## src/rtl/dll_pkg.sv

```systemverilog
// Shared types and default sizes for the DLL delay-code controller.
package dll_pkg;

  typedef enum logic {SAR, TRACK} dll_ctrl_state_t;

  localparam int unsigned DEF_QW       = 10;
  localparam int unsigned DEF_MW       = 2;
  localparam int unsigned DEF_NW       = 4;
  localparam int unsigned DEF_LOCK_CNT = 4;

endpackage

```

## src/rtl/dll_frame_cnt.sv

```systemverilog
// Frame sequencer: M/N counters with zero-clamp, frame-end strobe from the live M/N limits.
module dll_frame_cnt
  import dll_pkg::*;
#(
  parameter int unsigned MW = DEF_MW,
  parameter int unsigned NW = DEF_NW
) (
  input  logic          clk_i,
  input  logic          clr_i,
  input  logic [MW-1:0] m_i,
  input  logic [NW-1:0] n_i,
  output logic [MW-1:0] m_cnt_o,
  output logic [NW-1:0] n_cnt_o,
  output logic          fe_c_o
);

  logic [MW-1:0] m_cnt_q, m_cnt_d, m_eff;
  logic [NW-1:0] n_cnt_q, n_cnt_d, n_eff;

  // A counter beyond a freshly lowered limit falls back to 1 without ever matching FE.
  always_comb begin
    m_eff   = (m_i == '0) ? MW'(1) : m_i;
    n_eff   = (n_i == '0) ? NW'(1) : n_i;
    fe_c_o  = (m_cnt_q == m_eff) && (n_cnt_q == n_eff);
    n_cnt_d = (n_cnt_q >= n_eff) ? NW'(1) : n_cnt_q + NW'(1);
    m_cnt_d = m_cnt_q;
    if (m_cnt_q > m_eff) begin
      m_cnt_d = MW'(1);
    end else if (n_cnt_q == n_eff) begin
      m_cnt_d = (m_cnt_q >= m_eff) ? MW'(1) : m_cnt_q + MW'(1);
    end
  end

  always_ff @(posedge clk_i) begin
    if (clr_i) begin
      m_cnt_q <= MW'(1);
      n_cnt_q <= NW'(1);
    end else begin
      m_cnt_q <= m_cnt_d;
      n_cnt_q <= n_cnt_d;
    end
  end

  assign m_cnt_o = m_cnt_q;
  assign n_cnt_o = n_cnt_q;

endmodule

```

## src/rtl/dll_delay_ctrl.sv

```systemverilog
// DLL delay-code controller: SAR coarse search, then +/-1 tracking with reversal-based lock.
// Optional DLL_CTRL_DITHER_FILTER_EN: tracking steps only on two agreeing consecutive decisions.
module dll_delay_ctrl
  import dll_pkg::*;
#(
  parameter int unsigned QW       = DEF_QW,
  parameter int unsigned MW       = DEF_MW,
  parameter int unsigned NW       = DEF_NW,
  parameter int unsigned LOCK_CNT = DEF_LOCK_CNT
) (
  input  logic          clk_ext,
  input  logic          Reset_DLL,
  input  logic          COMP,
  input  logic [MW-1:0] M,
  input  logic [NW-1:0] N,
  input  logic          relock,
  output logic [MW-1:0] M_counter,
  output logic [NW-1:0] N_counter,
  output logic [QW-1:0] Q,
  output logic [QW-1:0] Q_next,
  output logic          busy,
  output logic          lock
);

  localparam int unsigned BW = (QW > 1) ? $clog2(QW) : 1;
  localparam int unsigned RW = $clog2(LOCK_CNT + 1);
  localparam logic [QW-1:0] Q_MAX = '1;
  localparam logic [QW-1:0] Q_MID = QW'(1) << (QW - 1);

  dll_ctrl_state_t state_q;
  logic [QW-1:0]   q_q, q_next_q, q_upd_c, q_trk_c;
  logic [BW-1:0]   bit_q;
  logic [RW-1:0]   rev_q;
  logic            busy_q, lock_q, have_dir_q, last_dir_q;
  logic            clr_c, fe_c, step_c;

  assign clr_c = Reset_DLL | relock;

  dll_frame_cnt #(
    .MW(MW),
    .NW(NW)
  ) u_frame_cnt (
    .clk_i  (clk_ext),
    .clr_i  (clr_c),
    .m_i    (M),
    .n_i    (N),
    .m_cnt_o(M_counter),
    .n_cnt_o(N_counter),
    .fe_c_o (fe_c)
  );

`ifdef DLL_CTRL_DITHER_FILTER_EN
  logic prev_comp_q, have_prev_q;

  // Last TRACK decision; forgotten whenever the search restarts.
  always_ff @(posedge clk_ext) begin
    if (clr_c || state_q == SAR) begin
      have_prev_q <= 1'b0;
      prev_comp_q <= 1'b0;
    end else if (fe_c) begin
      have_prev_q <= 1'b1;
      prev_comp_q <= COMP;
    end
  end
`endif

  always_comb begin
    q_upd_c = COMP ? q_next_q : q_q;
    q_trk_c = q_q;
    if (COMP && q_q != Q_MAX) begin
      q_trk_c = q_q + QW'(1);
    end else if (!COMP && q_q != '0) begin
      q_trk_c = q_q - QW'(1);
    end
`ifdef DLL_CTRL_DITHER_FILTER_EN
    step_c = have_prev_q && (COMP == prev_comp_q);
`else
    step_c = 1'b1;
`endif
  end

  always_ff @(posedge clk_ext) begin
    if (clr_c) begin
      state_q    <= SAR;
      q_q        <= '0;
      q_next_q   <= Q_MID;
      bit_q      <= BW'(QW - 1);
      busy_q     <= 1'b1;
      lock_q     <= 1'b0;
      rev_q      <= '0;
      have_dir_q <= 1'b0;
      last_dir_q <= 1'b0;
    end else if (fe_c) begin
      case (state_q)
        SAR: begin
          q_q <= q_upd_c;
          if (bit_q != '0) begin
            bit_q    <= bit_q - BW'(1);
            q_next_q <= q_upd_c | (QW'(1) << (bit_q - BW'(1)));
          end else begin
            state_q    <= TRACK;
            busy_q     <= 1'b0;
            q_next_q   <= q_upd_c;
            have_dir_q <= 1'b0;
          end
        end
        TRACK: begin
          if (step_c) begin
            q_q        <= q_trk_c;
            q_next_q   <= q_trk_c;
            have_dir_q <= 1'b1;
            last_dir_q <= COMP;
            // The first step after the search has no predecessor to compare against.
            if (have_dir_q && COMP != last_dir_q) begin
              if (rev_q != RW'(LOCK_CNT)) rev_q <= rev_q + RW'(1);
              if (rev_q >= RW'(LOCK_CNT - 1)) lock_q <= 1'b1;
            end else if (have_dir_q) begin
              rev_q  <= '0;
              lock_q <= 1'b0;
            end
          end
        end
        default: state_q <= SAR;
      endcase
    end
  end

  assign Q      = q_q;
  assign Q_next = q_next_q;
  assign busy   = busy_q;
  assign lock   = lock_q;

endmodule

```

## config.mk

```make
export PLATFORM = sky130hd
export DESIGN_NAME = dll_delay_ctrl
export DESIGN_NICKNAME = d
export VERILOG_FILES = /design/src/rtl/dll_pkg.sv /design/src/rtl/dll_frame_cnt.sv /design/src/rtl/dll_delay_ctrl.sv
export SDC_FILE = /design/constraint.sdc
export NUM_CORES = 1
export LEC_CHECK = 0
export CAP_MARGIN = 15
export CORE_MARGIN = 5
export CORE_UTILIZATION = 35
export CTS_CLUSTER_SIZE = 10
export DETAILED_ROUTE_END_ITERATION = 10
export PLACE_DENSITY = 0.57
export SLEW_MARGIN = 10
export SYNTH_ARGS = -nofsm -noshare
export SYNTH_HDL_FRONTEND = slang
export SYNTH_SLANG_ARGS = --single-unit
```

## constraint.sdc

```tcl
create_clock -name clk_ext -period 2.8 [get_ports clk_ext]
set_clock_uncertainty 0.05 [all_clocks]
set_input_delay 0.56 -clock clk_ext [delete_from_list [all_inputs] [get_ports clk_ext]]
set_output_delay 0.56 -clock clk_ext [all_outputs]
set_load 0.1 [all_outputs]
```

==> notes.md, run 1 <==
The run gives 2.641% as the global routing met3 resource utilization. Vertical extent of the die: 99.83 µm. For this run, the post-layout net count is 438. The net count of the mapped netlist was 388; the violation tally from detailed-route iteration zero was 247.

Setup total negative slack on the finished layout was measured at 0 ns. The cell sequence reported for the critical path is clkdlybuf4s50_1, inv_1, a31o_2, ha_4, nand4_1, nor2_2, buf_4, nand3_1, o32ai_1. Most used standard cell by instance count after synthesis: dfxtp_1. Per report_power, the sequential group accounts for 50.3% of the total. The leakage power is 0.001390 µW.

Once the floorplan was initialized, standard cells occupied 36.17% of the core. The synthesis run identifies the leading combinational cell family as simple AND/OR/NAND/NOR gates. The detailed router reports a met3 wire length of 369 µm.

The tools report the hold path endpoint as u_frame_cnt.n_cnt_o[0]. The number of cells on the critical path came out at 9. After Yosys synthesis, AND-OR and OR-AND compound gates account for 24.10% of the synthesized area. The number of different library cells used by synthesis comes to 63. TritonRoute output was used to compute an average wire per cell of 16.54 µm. Row generation in the floorplan step produced 32 rows.

After synthesis the netlist holds a flip-flop and latch count of 38. In this run the tools logged warnings totalling 33. The internal power of the cells totals 781.3 µW. After technology mapping, the gate count stands at 361.

The basic-gate share of the synthesized area counting and, or, nand and nor cells works out to 26.58%. Setup repair after global routing could not meet its margin everywhere. In this run, post-CTS hold repair placed 0 buffers.

The tool flagged a number of max-cap violations equal to 0. On the reported timing paths, the clock transition at the registers reads 0.07 ns. In the post-synthesis netlist, the biggest area contributors are dfxtp_1, ha_1, mux2i_1.

The run gives 553 µW for the reported sequential group power. The multiplexer area fraction after synthesis works out to 6.557%. The largest fanout on the critical path is 10, and the switching power of the nets is 318.3 µW. The biggest cell delay along the critical path works out to 0.45 ns. The run finished with clean final reports. By count the netlist is led by dfxtp_1, nor2_1, nand2_1. Across the whole layout, storage elements make up 21.79% of the cell area. The warning tally printed by Yosys for this design is 0. The worst min-delay path class is reg2reg. The run gives 181 µW as the combinational power. The highest supply drop recorded on VDD is 161.2 µV.

For the post-route cell area, the log shows 3491 µm². Per the STA report, the cell with the highest stage delay on the worst path is clkdlybuf4s50_1. Per the finish-stage timing summary, setup violations number 0. Per the CTS log, the root buffer master is clkbuf_8. In this run the full chip footprint comes out at 9965 µm². The count of non-CTS buffers in the layout is 65.

The number of signal-net inverters in the final layout works out to 18. The tools report the total clock buffers created by CTS as 5. The number of clock sinks came to 38.

As reported, the later end of the worst-skew pair has a clock insertion delay of 0.30 ns. The via count of the first global-routing pass is 2749. Hold path startpoint: u_frame_cnt.n_cnt_o[0]. Looking at the max-slew report, the worst-margin pin has a slew of 0.6020 ns.

The first-pass GRT wire length is 14040 µm. The run gives 26.94% for the portion of the post-synthesis area used by sequential elements. The run gives 5.702 for the via count normalized by instance count. The clock network contribution to total cell area was 2.258%. The main flop type after synthesis was dfxtp_1. The post-route report lists met1 wire length as 3975 µm. After Yosys synthesis, full adders, half adders and majority gates account for 7.532% of the synthesized area.
==> run_1/m1.png <==
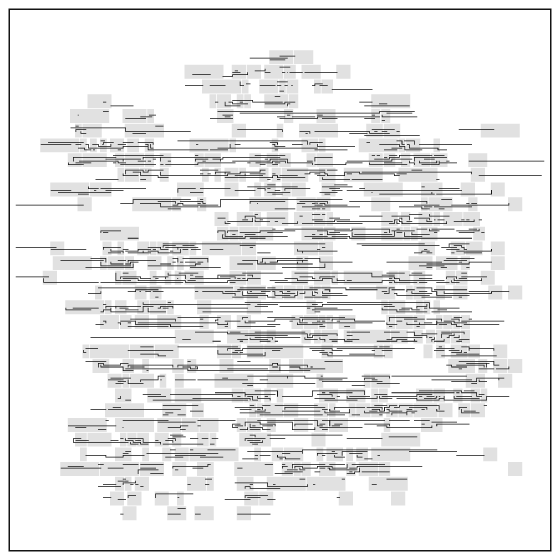
nets with wire on the layer = 400
main direction = horizontal
share of all routed wire = 47%
longest straight run = 29.9 µm
wire length on this layer = 3980 µm
DRT Wirelength: 8484 µm
via count: 2925
global routing usage on met1: 23.62%

==> run_1/m2.png <==
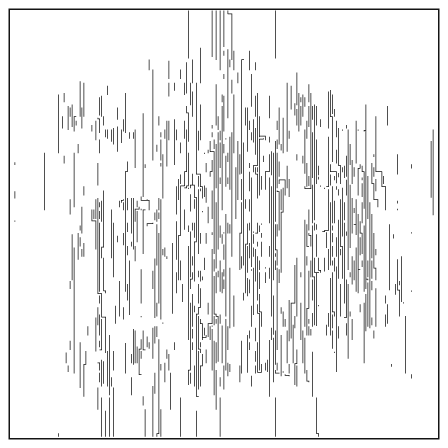
nets with wire on the layer = 357
wire length on this layer = 3930 µm
main direction = vertical
share of all routed wire = 46%
longest straight run = 42.8 µm
met2 track demand over resource: 27.30%

==> run_1/m4.png <==
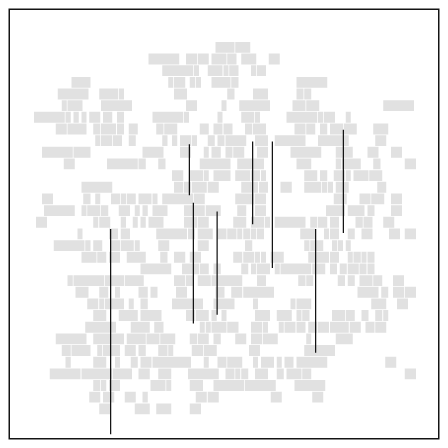
wire length on this layer = 212 µm
longest straight run = 47.6 µm
share of all routed wire = 2.5%
nets with wire on the layer = 7
main direction = vertical

==> run 2, diff against run 1 <==
==> constraint.sdc (replaced) <==
create_clock -name clk_ext -period 3.04 [get_ports clk_ext]
set_clock_uncertainty 0.05 [all_clocks]
set_input_delay 0.608 -clock clk_ext [delete_from_list [all_inputs] [get_ports clk_ext]]
set_output_delay 0.608 -clock clk_ext [all_outputs]
set_load 0.1 [all_outputs]
==> run 2 against run 1 <==
Compared with the run above: worst setup slack better by 0.092 ns; synthesized cell count stayed put; worst hold slack better by 0.012 ns; register-to-register slack better by 0.12 ns; clock power is 14% higher; cell area is 1.5% lower; critical path type unchanged.
==> notes.md, run 2 <==
The flow ran to the end, and the final reports show no timing, DRC or antenna violations. The report puts the hold buffer count at CTS at 0. The report counts max-capacitance violations totalling 0.

The logs give 361 for the instance tally after logic synthesis and 388 for the net count of the mapped netlist. The synthesis report names the predominant flop master as dfxtp_1. The number of setup buffers added after CTS is 0. The run gives 7.823 µm² for the per-instance average area after synthesis. Setup repair after global routing left no endpoint under its margin. Counting the inverters off the clock network in the layout gives 18. Entering global routing, the biggest net connects 23 pins.

Once synthesis finished, the tally of register bits stood at 38. The met1 routed wirelength after detailed routing is 3924 µm. Combinational power for this build is 160 µW.

Max fanout on the critical path was recorded as 9. Detailed routing placed a total of 445 µm of wire on met3. The cell-mix breakdown from Yosys lists the compound-gate area share as 24.10%. The run gives 16.81 µm for the detail-routed net length per standard cell. The layout stage reports a final design area of 3437 µm². Counting the warning lines in the Yosys log gives 0.

Ranked by total cell area, the synthesized netlist is headed by dfxtp_1, ha_1, mux2i_1. H-tree depth: 2. The largest cell class by area is multi-input combinational cells. The standard cell with the maximum stage delay on the critical path was clkdlybuf4s50_1.

The fraction of cell area in sequential cells is reported as 22.13%. Summing over the stages, the warning tally comes to 32. By instance count, the leading cell after synthesis is dfxtp_1. According to the floorplan report, the total die area is 9965 µm².

The internal portion of the total power is 789.9 µW. The final-report setup violation count was 0. STA lists the startpoint of the worst hold path as u_frame_cnt.n_cnt_o[0]. The proportion of synthesized flip-flops having asynchronous set or reset works out to 0%. Per Yosys stat, the portion of area used by sequential elements is 26.94%.

Measured against the total synthesized area, the mux share comes to 6.557%. The run gives 5.808 for the via count normalized by instance count. TritonCTS created 5 clock buffers. Synthesized-area fraction occupied by adder cells: 7.532%.

Once detail routing completed, the nets flagged for antenna violations numbered 0. The met1 track demand over resource came out at 23.12%. As reported, the later end of the worst-skew pair has a clock insertion delay of 0.30 ns. Summing all multi-input logic gate instances after layout gives 1908 µm². Pins over their slew limit in the final report were tallied at 0. Basic-gate share of the synthesized area counting and, or, nand and nor cells: 26.58%. The proportion of power drawn by flip-flops and latches is 46.9%, and the switching power of the nets is 295.6 µW. The distinct cell type count of the synthesized netlist is 63. The cell sequence reported for the critical path is clkdlybuf4s50_1, inv_1, a31o_2, ha_1, nand4_1, nor2_2, buf_4, buf_4, o21ai_0, a31oi_1, a21boi_0. The vertical extent of the die was 99.83 µm; the number of cells on the critical path was 11. The fraction of final cell area spent on clock buffers and inverters in this run is 3.204%. After floorplanning, the core was divided into 32 placement rows. The tools report the via count of the first global-routing pass as 2808. In the synthesized netlist, the cells that appear most often are dfxtp_1, nor2_1, nand2_1. The finished design was reported to have a net count of 430. The biggest cell delay along the critical path came out at 0.46 ns. Looking at the clock tree report, the root buffer type is clkbuf_8. The first global-routing pass estimated 14080 µm of wire. The cell-mix breakdown from Yosys lists the XOR/XNOR area share as 2.791%. The worst-case vdd ir drop is 185.0 µV. The path class of the tightest hold or removal check is reg2reg.

Hold analysis lists the worst path endpoint as u_frame_cnt.n_cnt_o[0]. The run gives 17.28% as the global router's overall resource usage. The transition time recorded at the tightest slew-check pin is 0.7023 ns.

The worst setup path is launched from a primary input. The run gives 0 ns for the sum of negative setup slack. The count of non-CTS buffers in the layout was 57.

The routed design uses 3998 µm of met2 wire. The largest family of logic cells by area was simple AND/OR/NAND/NOR gates. The CTS log lists the clock sinks for this run as 38. For the sequential group, total power comes out at 509 µW. The final design was reported to hold multi-input combinational gates totalling 283. The tools report the global routing met3 resource utilization as 2.919%. Register clock-pin slew on the reported worst setup and hold paths: 0.08 ns.

Critical setup path kind: in2reg. The run gives 0.001364 µW as the leakage power. Including well taps, the total number of placed cells is 498. The area taken by sequential standard cells is reported as 760.7 µm². Per the synthesis report, the single largest cell type by area occupies 26.94% of cell area. The first routing iteration left 145 violations.
==> run_2/m2.png <==
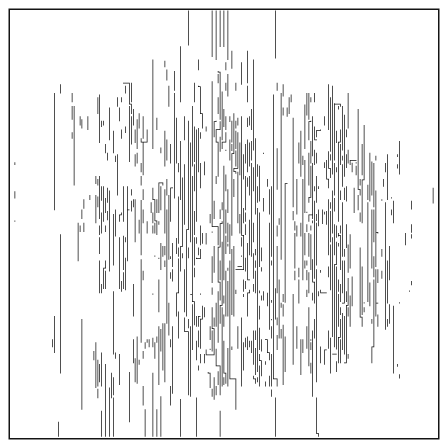
nets with wire on the layer = 359
longest straight run = 66.3 µm
share of all routed wire = 47%
wire length on this layer = 4000 µm
main direction = vertical
via count: 2939
DRT Wirelength: 8507 µm
met2 track demand over resource: 28.37%

==> run_2/m4.png <==
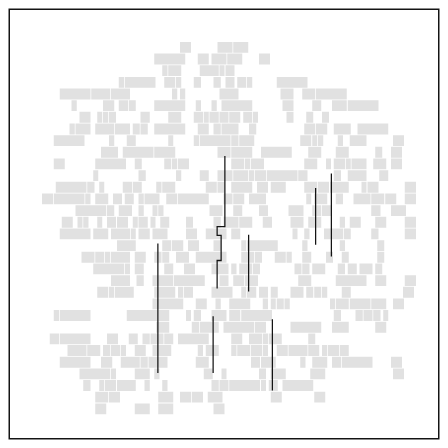

==> run_2/util_map.png <==
The bar under the picture is 20 µm long. 10 x 10 tiles, from dark blue (low) to red (high), 0 to 100% covered.
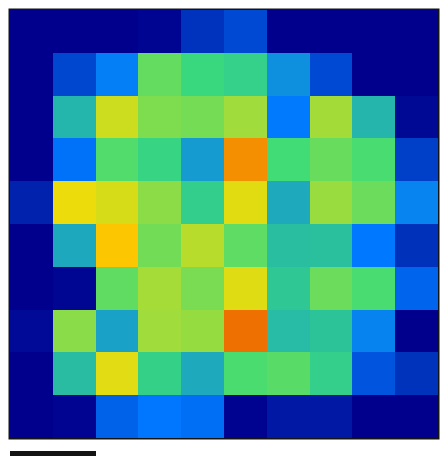
tiles over 75% full = 3.0%
emptiest ninth of the die = top right
mean over tiles = 33%
area of the core: 7807 µm²
final core utilization: 44.02%
Core Density at Floorplan: 36.17%

No activity file was given, so power comes from the tool's default toggle rates.
